$ cat src/rtl/irq_pending_arbiter_pkg.sv
// Shared definitions for the 16-input priority encode path.
// Holds the default request count / index width and the arbiter FSM encoding.
package irq_pending_arbiter_pkg;

  localparam int unsigned DEF_N_REQ = 16;
  localparam int unsigned DEF_IDX_W = 4;   // must equal $clog2(DEF_N_REQ)

  typedef enum logic {
    IDLE  = 1'b0,
    OFFER = 1'b1
  } state_t;

endpackage

$ cat src/rtl/irq_pending_arbiter_pending_select.sv
// Highest-index encoder: returns the index of the most significant set bit
// of vec, plus a flag telling whether any bit is set. Purely combinational.
//   vec       : input  N_REQ  candidate vector
//   sel_idx_c : output IDX_W  index of highest set bit (0 when none set)
//   sel_any_c : output 1      at least one bit of vec is set
module irq_pending_arbiter_pending_select #(
  parameter int unsigned N_REQ = 16,
  parameter int unsigned IDX_W = 4
) (
  input  logic [N_REQ-1:0] vec,
  output logic [IDX_W-1:0] sel_idx_c,
  output logic             sel_any_c
);

  // Ascending scan: the last hit wins, so the highest index has priority.
  always_comb begin
    sel_idx_c = '0;
    for (int i = 0; i < int'(N_REQ); i++) begin
      if (vec[i]) begin
        sel_idx_c = IDX_W'(i);
      end
    end
  end

  assign sel_any_c = |vec;

endmodule

$ cat src/rtl/irq_pending_arbiter.sv
// Sticky pending-request arbiter.
// Captures rising edges on req_in into a pending register, offers the
// highest-index unmasked pending request downstream over valid/ready, and
// clears that pending bit on acceptance.
//   clk, rst     : clock, asynchronous active-high reset
//   enable       : allows a new offer to start (capture is unaffected)
//   req_in       : level request lines
//   mask         : 1 = line not eligible for grant (still captured)
//   grant_valid  : offer of grant_idx
//   grant_ready  : downstream accepts the offer
//   grant_idx    : index being offered
//   pending      : sticky pending register
//   overflow     : one-cycle pulse, an edge hit an already-pending line
module irq_pending_arbiter
  import irq_pending_arbiter_pkg::*;
#(
  parameter int unsigned N_REQ = DEF_N_REQ,
  parameter int unsigned IDX_W = DEF_IDX_W
) (
  input  logic             clk,
  input  logic             rst,
  input  logic             enable,
  input  logic [N_REQ-1:0] req_in,
  input  logic [N_REQ-1:0] mask,
  output logic             grant_valid,
  input  logic             grant_ready,
  output logic [IDX_W-1:0] grant_idx,
  output logic [N_REQ-1:0] pending,
  output logic             overflow
);

  state_t           state;
  state_t           state_n;
  logic [IDX_W-1:0] grant_idx_n;
  logic [N_REQ-1:0] req_d;
  logic [N_REQ-1:0] edge_v;
  logic [N_REQ-1:0] clr;
  logic [N_REQ-1:0] elig;
  logic [N_REQ-1:0] pending_n;
  logic             overflow_n;
  logic [IDX_W-1:0] sel_idx;
  logic             sel_any;

  assign edge_v = req_in & ~req_d;
  assign elig   = pending & ~mask;

  // grant_valid is a direct decode of the state flop, so it drops with rst.
  assign grant_valid = (state == OFFER);

  irq_pending_arbiter_pending_select #(
    .N_REQ (N_REQ),
    .IDX_W (IDX_W)
  ) u_pending_select (
    .vec       (elig),
    .sel_idx_c (sel_idx),
    .sel_any_c (sel_any)
  );

  // Next-state, offer index, pending and overflow update.
  always_comb begin
    state_n     = state;
    grant_idx_n = grant_idx;
    clr         = '0;
    case (state)
      IDLE: begin
        if (enable && sel_any) begin
          state_n     = OFFER;
          grant_idx_n = sel_idx;
        end
      end
      OFFER: begin
        // Offer is held until accepted regardless of enable/mask/new requests.
        if (grant_ready) begin
          clr     = N_REQ'(1) << grant_idx;
          state_n = IDLE;
        end
      end
    endcase
    // A new edge re-sets a bit being cleared this cycle (set wins).
    pending_n  = (pending & ~clr) | edge_v;
    overflow_n = |(edge_v & pending & ~clr);
  end

  // State and data registers.
  always_ff @(posedge clk or posedge rst) begin
    if (rst) begin
      state     <= IDLE;
      grant_idx <= '0;
      req_d     <= '0;
      pending   <= '0;
      overflow  <= 1'b0;
    end else begin
      state     <= state_n;
      grant_idx <= grant_idx_n;
      req_d     <= req_in;
      pending   <= pending_n;
      overflow  <= overflow_n;
    end
  end

endmodule

$ cat config.mk
export PLATFORM = sky130hd
export DESIGN_NAME = irq_pending_arbiter
export DESIGN_NICKNAME = d
export VERILOG_FILES = /design/src/rtl/irq_pending_arbiter_pkg.sv /design/src/rtl/irq_pending_arbiter_pending_select.sv /design/src/rtl/irq_pending_arbiter.sv
export SDC_FILE = /design/constraint.sdc
export NUM_CORES = 1
export LEC_CHECK = 0
export CORE_MARGIN = 2
export CORE_UTILIZATION = 45
export DETAILED_ROUTE_END_ITERATION = 6
export GPL_ROUTABILITY_DRIVEN = 0
export PLACE_DENSITY_LB_ADDON = 0.25
export SLEW_MARGIN = 40
export SYNTH_ARGS = -nofsm -noshare
export SYNTH_HDL_FRONTEND = slang
export SYNTH_SLANG_ARGS = --single-unit
export TNS_END_PERCENT = 5
$ cat constraint.sdc
create_clock -name clk -period 1.85 [get_ports clk]
set_clock_uncertainty 0.05 [all_clocks]
set_input_delay 0.37 -clock clk [delete_from_list [all_inputs] [get_ports clk]]
set_output_delay 0.37 -clock clk [all_outputs]
set_load 0.05 [all_outputs]
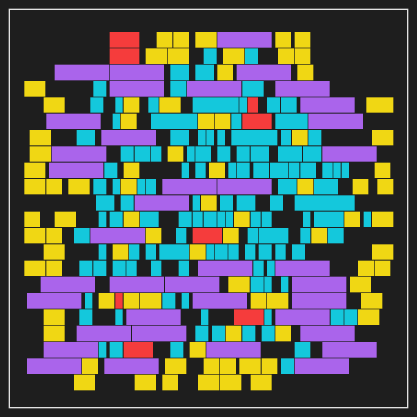
*Placed cells, one colour a class*
Drawn at 6 px/um.
colour	class	cells	share of their area
cyan	all other logic	120	31%
yellow	other buffers and delay cells	82	28%
red	clock drivers and dummy loads	8	3.6%
purple	flip-flops	38	37%

==> qor.txt <==
H-tree levels: 2
Clk sink count: 38
First-pass GRT wire length: 7.569 mm
Peak Freq: 572.6 MHz
Top-area cell type share of the netlist area: 54.68%
Crit-path slowest cell: clkdlybuf4s50_1
Hold_ws: 367.7 ps
Worst vdd ir: 0.0005409 V
Post-synth top cells: 38 x dfrtp_1, 20 x nand2_1, 19 x nand2b_1
Synth Area per Inst: 11.01 um^2
Top flop regs: pending (16), req_d (16), grant_idx (4)
Hold path start: grant_ready
Synth Net Count: 194
Std cell rows: 22
Cell area after synthesis: 0.001739 mm^2
Die ar.: 0.004378 mm^2
Tool warnings: 26
R2R Path End: overflow$_DFF_PP0_
Post-synth EDFFs: 0
Sequential area share after synthesis: 54.68%
Buffer and inverter count on the worst path: 1
Busiest grt layer: met2
Power Total: 2.435 mW
Routed vias/inst: 5.476
Critical Path Source: mask[6]
Hold crit path type: input port to flop
RSZ-0062 raised after global routing: false
Hold endpoint: grant_valid$_DFF_PP0_
GRT met3 Usage: 6.985%
Diode count: 0
R2R cell count: 5
Most frequent cells in the layout: 47 x buf_4, 38 x dfrtp_1, 34 x clkdlybuf4s50_1
Status: complete, no violations
CP peak stage delay: 560 ps
Post-synthesis instance total: 158
Yosys reg bits: 38
Endpoint class of the critical path: flop
Worst path depth: 5
Setup-failing EPs final: 0
Period utilization: 94.40%
Post-place setup slack: -314.5 ps
Initial core utilization: 47.15%
TritonCTS clock tree: done
Via count: 1621
Dpl hpwl: 3.721 mm
Non-Filler Instances: 296
Clock slew at reported path FFs: 70 ps
Dominant flop cell: dfrtp_1
CTS Buffer Depth: 2
Syn-to-layout area delta: 49.78%
Yosys Chip Area: 0.001739 mm^2
Routed WL: 4.770 mm
Cell accounting for the most synthesized area: dfrtp_1
Proportion of layout cells with a drive suffix above 1: 27.82%
Ao+oa area frac: 15.11%
Count of pins over their slew limit: 0
Fin crit period: 1746 ps
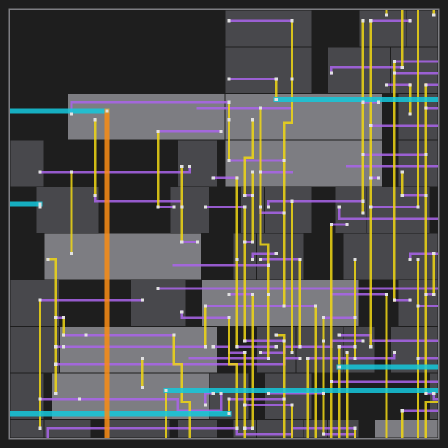
*A small window of the routed layout*
Region (4, 37) to (29, 62) um. Cells in grey, sequential cells in the stronger grey; small squares are vias.
colour	layer
cyan	met3
orange	met4
purple	met1
yellow	met2
netlist names of flops here include	req_d (4), pending (3)
cells with their middle in the window	37
sequential cells in the window	7
most frequent	clkdlybuf4s50_1 (8), dfrtp_1 (7), buf_4 (6)

power breakdown:
group / internal [mW] / leakage, nW / total [mW] / switching (mW)
sequential: 0.911 / 0.395 / 0.984 / 0.0735
clock: 0.300 / 0.0482 / 0.584 / 0.283
combinational: 0.360 / 0.665 / 0.867 / 0.506
area by class of cell:
type	instances	area, um^2	area share (%)
clock buffer	7	86.33	3.314
clock inverter	1	5.005	0.1921
inverter	5	18.77	0.7205
multi-input combinational	115	778.2	29.88
sequential	38	950.9	36.50
tap	48	60.06	2.305
timing repair buffer	82	705.7	27.09
timing repair:
action                                  in CTS  in global routing
setup buffers                                0                  0
endpoints found under the setup margin       1                  3
pin swaps                                    0                  3
gates cloned                                 0                  0
resized                                      2                  7
Power is estimated from default activity; no workload was simulated.
